`config.mk`:
```
export PLATFORM = sky130hd
export DESIGN_NAME = rs232_txd_param
export DESIGN_NICKNAME = d
export VERILOG_FILES = /design/src/rtl/rs232_txd_param.sv
export SDC_FILE = /design/constraint.sdc
export NUM_CORES = 1
export LEC_CHECK = 0
export CAP_MARGIN = 20
export CORE_MARGIN = 5
export CORE_UTILIZATION = 55
export CTS_BUF_LIST = sky130_fd_sc_hd__clkbuf_8
export DETAILED_ROUTE_END_ITERATION = 8
export PLACE_DENSITY = 0.86
export SLEW_MARGIN = 20
export SYNTH_ARGS = -nofsm -noshare
export SYNTH_HDL_FRONTEND = slang
export SYNTH_SLANG_ARGS = --single-unit
export TNS_END_PERCENT = 1
```
`constraint.sdc`:
```
create_clock -name Clock16x -period 2.5 [get_ports Clock16x]
set_input_delay 0.5 -clock Clock16x [delete_from_list [all_inputs] [get_ports Clock16x]]
set_output_delay 0.5 -clock Clock16x [all_outputs]
set_load 0.03 [all_outputs]
```
`src/rtl/rs232_txd_param.sv`:
```
// rs232_txd_param -- parametrised RS-232 asynchronous transmitter.
//
// Sends one DataIn word per accepted request. The frame is a start bit,
// DATA_BITS data bits (LSB first), an optional parity bit, and STOP_BITS
// stop bits. Each bit is held for TICKS_PER_BIT Clock16x cycles.
//
// Ports:
//   Clock16x  in   oversampled baud clock; all logic runs on its rising edge
//   Reset     in   synchronous, active-high; aborts any frame in flight
//   Send      in   level-sensitive request; accepted when Busy = 0
//   DataIn    in   word to send, captured at the acceptance edge
//   Txd       out  serial line, idle high, driven from a flop
//   Busy      out  high while a frame is on the line
//   Done      out  one-cycle pulse in the cycle after the last stop bit
module rs232_txd_param #(
  parameter int DATA_BITS     = 8,
  parameter int PARITY_MODE   = 0,
  parameter int STOP_BITS     = 1,
  parameter int TICKS_PER_BIT = 16
) (
  input  logic                 Clock16x,
  input  logic                 Reset,
  input  logic                 Send,
  input  logic [DATA_BITS-1:0] DataIn,
  output logic                 Txd,
  output logic                 Busy,
  output logic                 Done
);

  localparam int             TW        = $clog2(TICKS_PER_BIT);
  localparam logic [TW-1:0]  TICK_LAST = TW'(TICKS_PER_BIT - 1);
  localparam logic [3:0]     DATA_LAST = 4'(DATA_BITS - 1);
  localparam logic [3:0]     STOP_LAST = 4'(STOP_BITS - 1);
  localparam logic           HAS_PAR   = (PARITY_MODE != 0);
  localparam logic           PAR_ODD   = (PARITY_MODE == 1);

  typedef enum logic [2:0] {IDLE, START, DATA, PARITY, STOP} state_t;

  state_t               state, stateN;
  logic [TW-1:0]        tickCnt, tickN;
  logic [3:0]           bitCnt, bitN;
  logic [DATA_BITS-1:0] shiftReg, shiftN;
  logic                 parBit, parN;
  logic                 txdN, busyN, doneN;
  logic                 tickEnd;

  assign tickEnd = (tickCnt == TICK_LAST);

  always_ff @(posedge Clock16x) begin
    if (Reset) begin
      state    <= IDLE;
      tickCnt  <= '0;
      bitCnt   <= '0;
      shiftReg <= '0;
      parBit   <= 1'b0;
      Txd      <= 1'b1;
      Busy     <= 1'b0;
      Done     <= 1'b0;
    end else begin
      state    <= stateN;
      tickCnt  <= tickN;
      bitCnt   <= bitN;
      shiftReg <= shiftN;
      parBit   <= parN;
      Txd      <= txdN;
      Busy     <= busyN;
      Done     <= doneN;
    end
  end

  always_comb begin
    stateN = state;
    tickN  = tickCnt;
    bitN   = bitCnt;
    shiftN = shiftReg;
    parN   = parBit;
    txdN   = Txd;
    busyN  = Busy;
    doneN  = 1'b0;

    // Tick counter free-runs inside a frame and wraps at the end of every bit.
    if (state != IDLE)
      tickN = tickEnd ? '0 : tickCnt + 1'b1;

    unique case (state)
      IDLE: begin
        if (Send && !Busy) begin
          stateN = START;
          shiftN = DataIn;
          // Parity is fixed at capture so later DataIn changes cannot leak in.
          parN   = (^DataIn) ^ PAR_ODD;
          tickN  = '0;
          bitN   = '0;
          txdN   = 1'b0;
          busyN  = 1'b1;
        end
      end
      START: begin
        if (tickEnd) begin
          stateN = DATA;
          txdN   = shiftReg[0];
          shiftN = shiftReg >> 1;
          bitN   = '0;
        end
      end
      DATA: begin
        if (tickEnd) begin
          if (bitCnt == DATA_LAST) begin
            bitN = '0;
            if (HAS_PAR) begin
              stateN = PARITY;
              txdN   = parBit;
            end else begin
              stateN = STOP;
              txdN   = 1'b1;
            end
          end else begin
            bitN   = bitCnt + 4'd1;
            txdN   = shiftReg[0];
            shiftN = shiftReg >> 1;
          end
        end
      end
      PARITY: begin
        if (tickEnd) begin
          stateN = STOP;
          txdN   = 1'b1;
          bitN   = '0;
        end
      end
      STOP: begin
        if (tickEnd) begin
          if (bitCnt == STOP_LAST) begin
            stateN = IDLE;
            busyN  = 1'b0;
            doneN  = 1'b1;
            txdN   = 1'b1;
          end else begin
            bitN = bitCnt + 4'd1;
          end
        end
      end
      default: begin
        stateN = IDLE;
        txdN   = 1'b1;
        busyN  = 1'b0;
      end
    endcase
  end

endmodule

```
pins.png
Scale: 8 px per micron. Pins as bars across the die edge, other pins in gray.
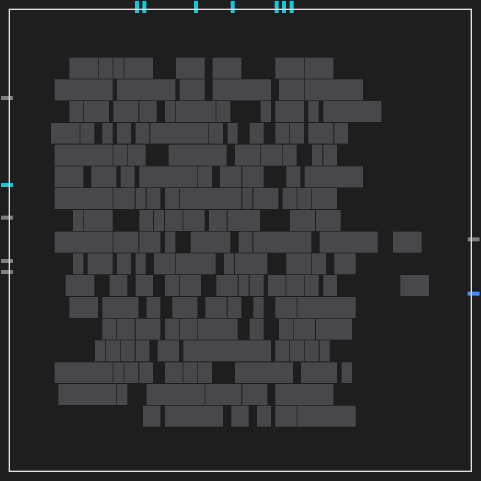
legend:
  blue:
    port: Reset
    pins: 1
    direction: input
    edge: east
  cyan:
    port: DataIn
    pins: 8
    direction: input
    edge: 7 north, 1 west
all pins by edge: 7 north, 5 west, 2 east

wire_density.png
Scale: 6 px per micron. 12 x 12 tiles, from dark blue (low) to red (high), scaled to the fullest tile. Values are wire area over tile area, all layers added.
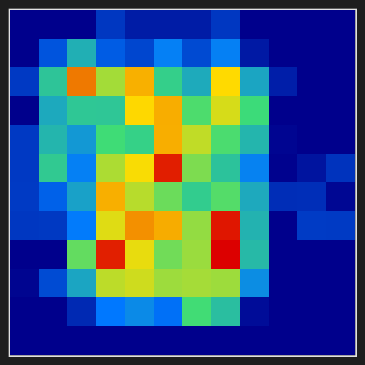
fullest tile: 0.49
tiles over half the peak: 26%
mean over tiles: 0.14
nearly empty tiles: 34%
emptiest ninth of the die: south-east
densest ninth of the die: center

==> qor.yml <==
outcome: "completed"
ir_drop_uv: 519
comb-cell-share: 0.513
insertion_delay_ns: 0.27
drc: 0
hold_path_depth: 2
finalMaxSlewViolations: 0
common_cells: "22 x dfxtp_1, 14 x nor3_1, 12 x a21oi_1"
floorplan.core_util: 0.568
dpl.hpwl_microns: 2020
viasPerCell: 6.41
most-common-layout-cells: "22 x dfxtp_1, 14 x nor3_1, 13 x clkdlybuf4s50_1"
dr.first_iter.drc_count: 35
power.leakage_nw: 0.476
path_cells: "ha_1 -> and3b_1 -> o31ai_1 -> o211ai_1 -> a21oi_1"
syn2layout_area_growth_pct: 16.5
path_delay_family: "AND-OR/OR-AND gates"
setup_tns_ns: 0
fin_hold_ws_ns: 0.474
grt_pass1_vias: 1120
p_total_w: 0.000851
chip_area_sq_mm: 0.00331
num-nets-final: 176
top_area_cell: "dfxtp_1"
fin_cells: 189
slowest_stage: "o31ai_1"
slew_headroom: 0.538
r2r_cells: 5
tightest_slew_ns: 0.688
ys_ff: 22
skew_ns: 0.00466
utilization: 0.662
yosys.area_share.xor_xnor: 0.0141
cp-endpoint: "bitCnt[1]"
grt_max_degree: 22
critPathLaunchType: "flip-flop"
worst_slack_ns: 0.534
post-route-period-util: 0.786
min_path_type: "flip-flop to flip-flop"
inv_count: 4
cts_buffers: 3
drt_pre_antenna_iters: 4
logic_gate_count: 116
met2.png
Scale: 8 px per micron.
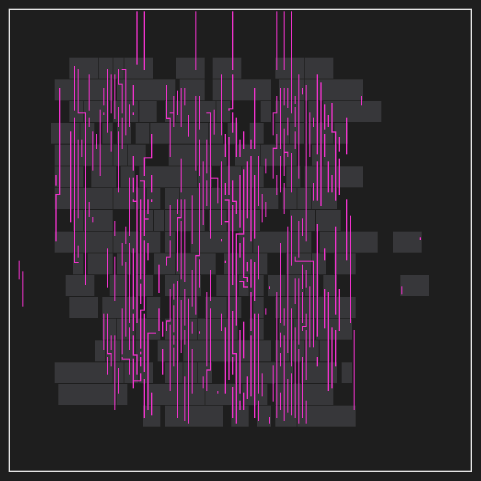
wire length on this layer: 1390 microns
longest straight run: 22.4 microns
main direction: vertical
nets with wire on the layer: 154
share of all routed wire: 49%

power breakdown:
part	switching (W)	internal [W]
registers	0.0000208	0.000370
logic	0.0000672	0.0000603
clock network	0.000119	0.000214
total	0.000207	0.000645
routing by layer:
layer / part of all wire / wire length, microns / track usage / vias to the layer above
li1: - / - / - / 595
met1: 0.45 / 1300 / 0.226 / 574
met2: 0.49 / 1390 / 0.313 / 35
met3: 0.046 / 133 / 0.0317 / 7
met4: 0.015 / 44 / 0.0695 / 0
met5: 0 / 0 / 0 / -
worst min-delay path, delay by kind of cell (launching register included):
kind / cells / cell delay [ns]
AND-OR/OR-AND: 1 / 0.05
AND/OR/NAND/NOR: 1 / 0.06
flip-flops: 1 / 0.32
Power is estimated from default activity; no workload was simulated.
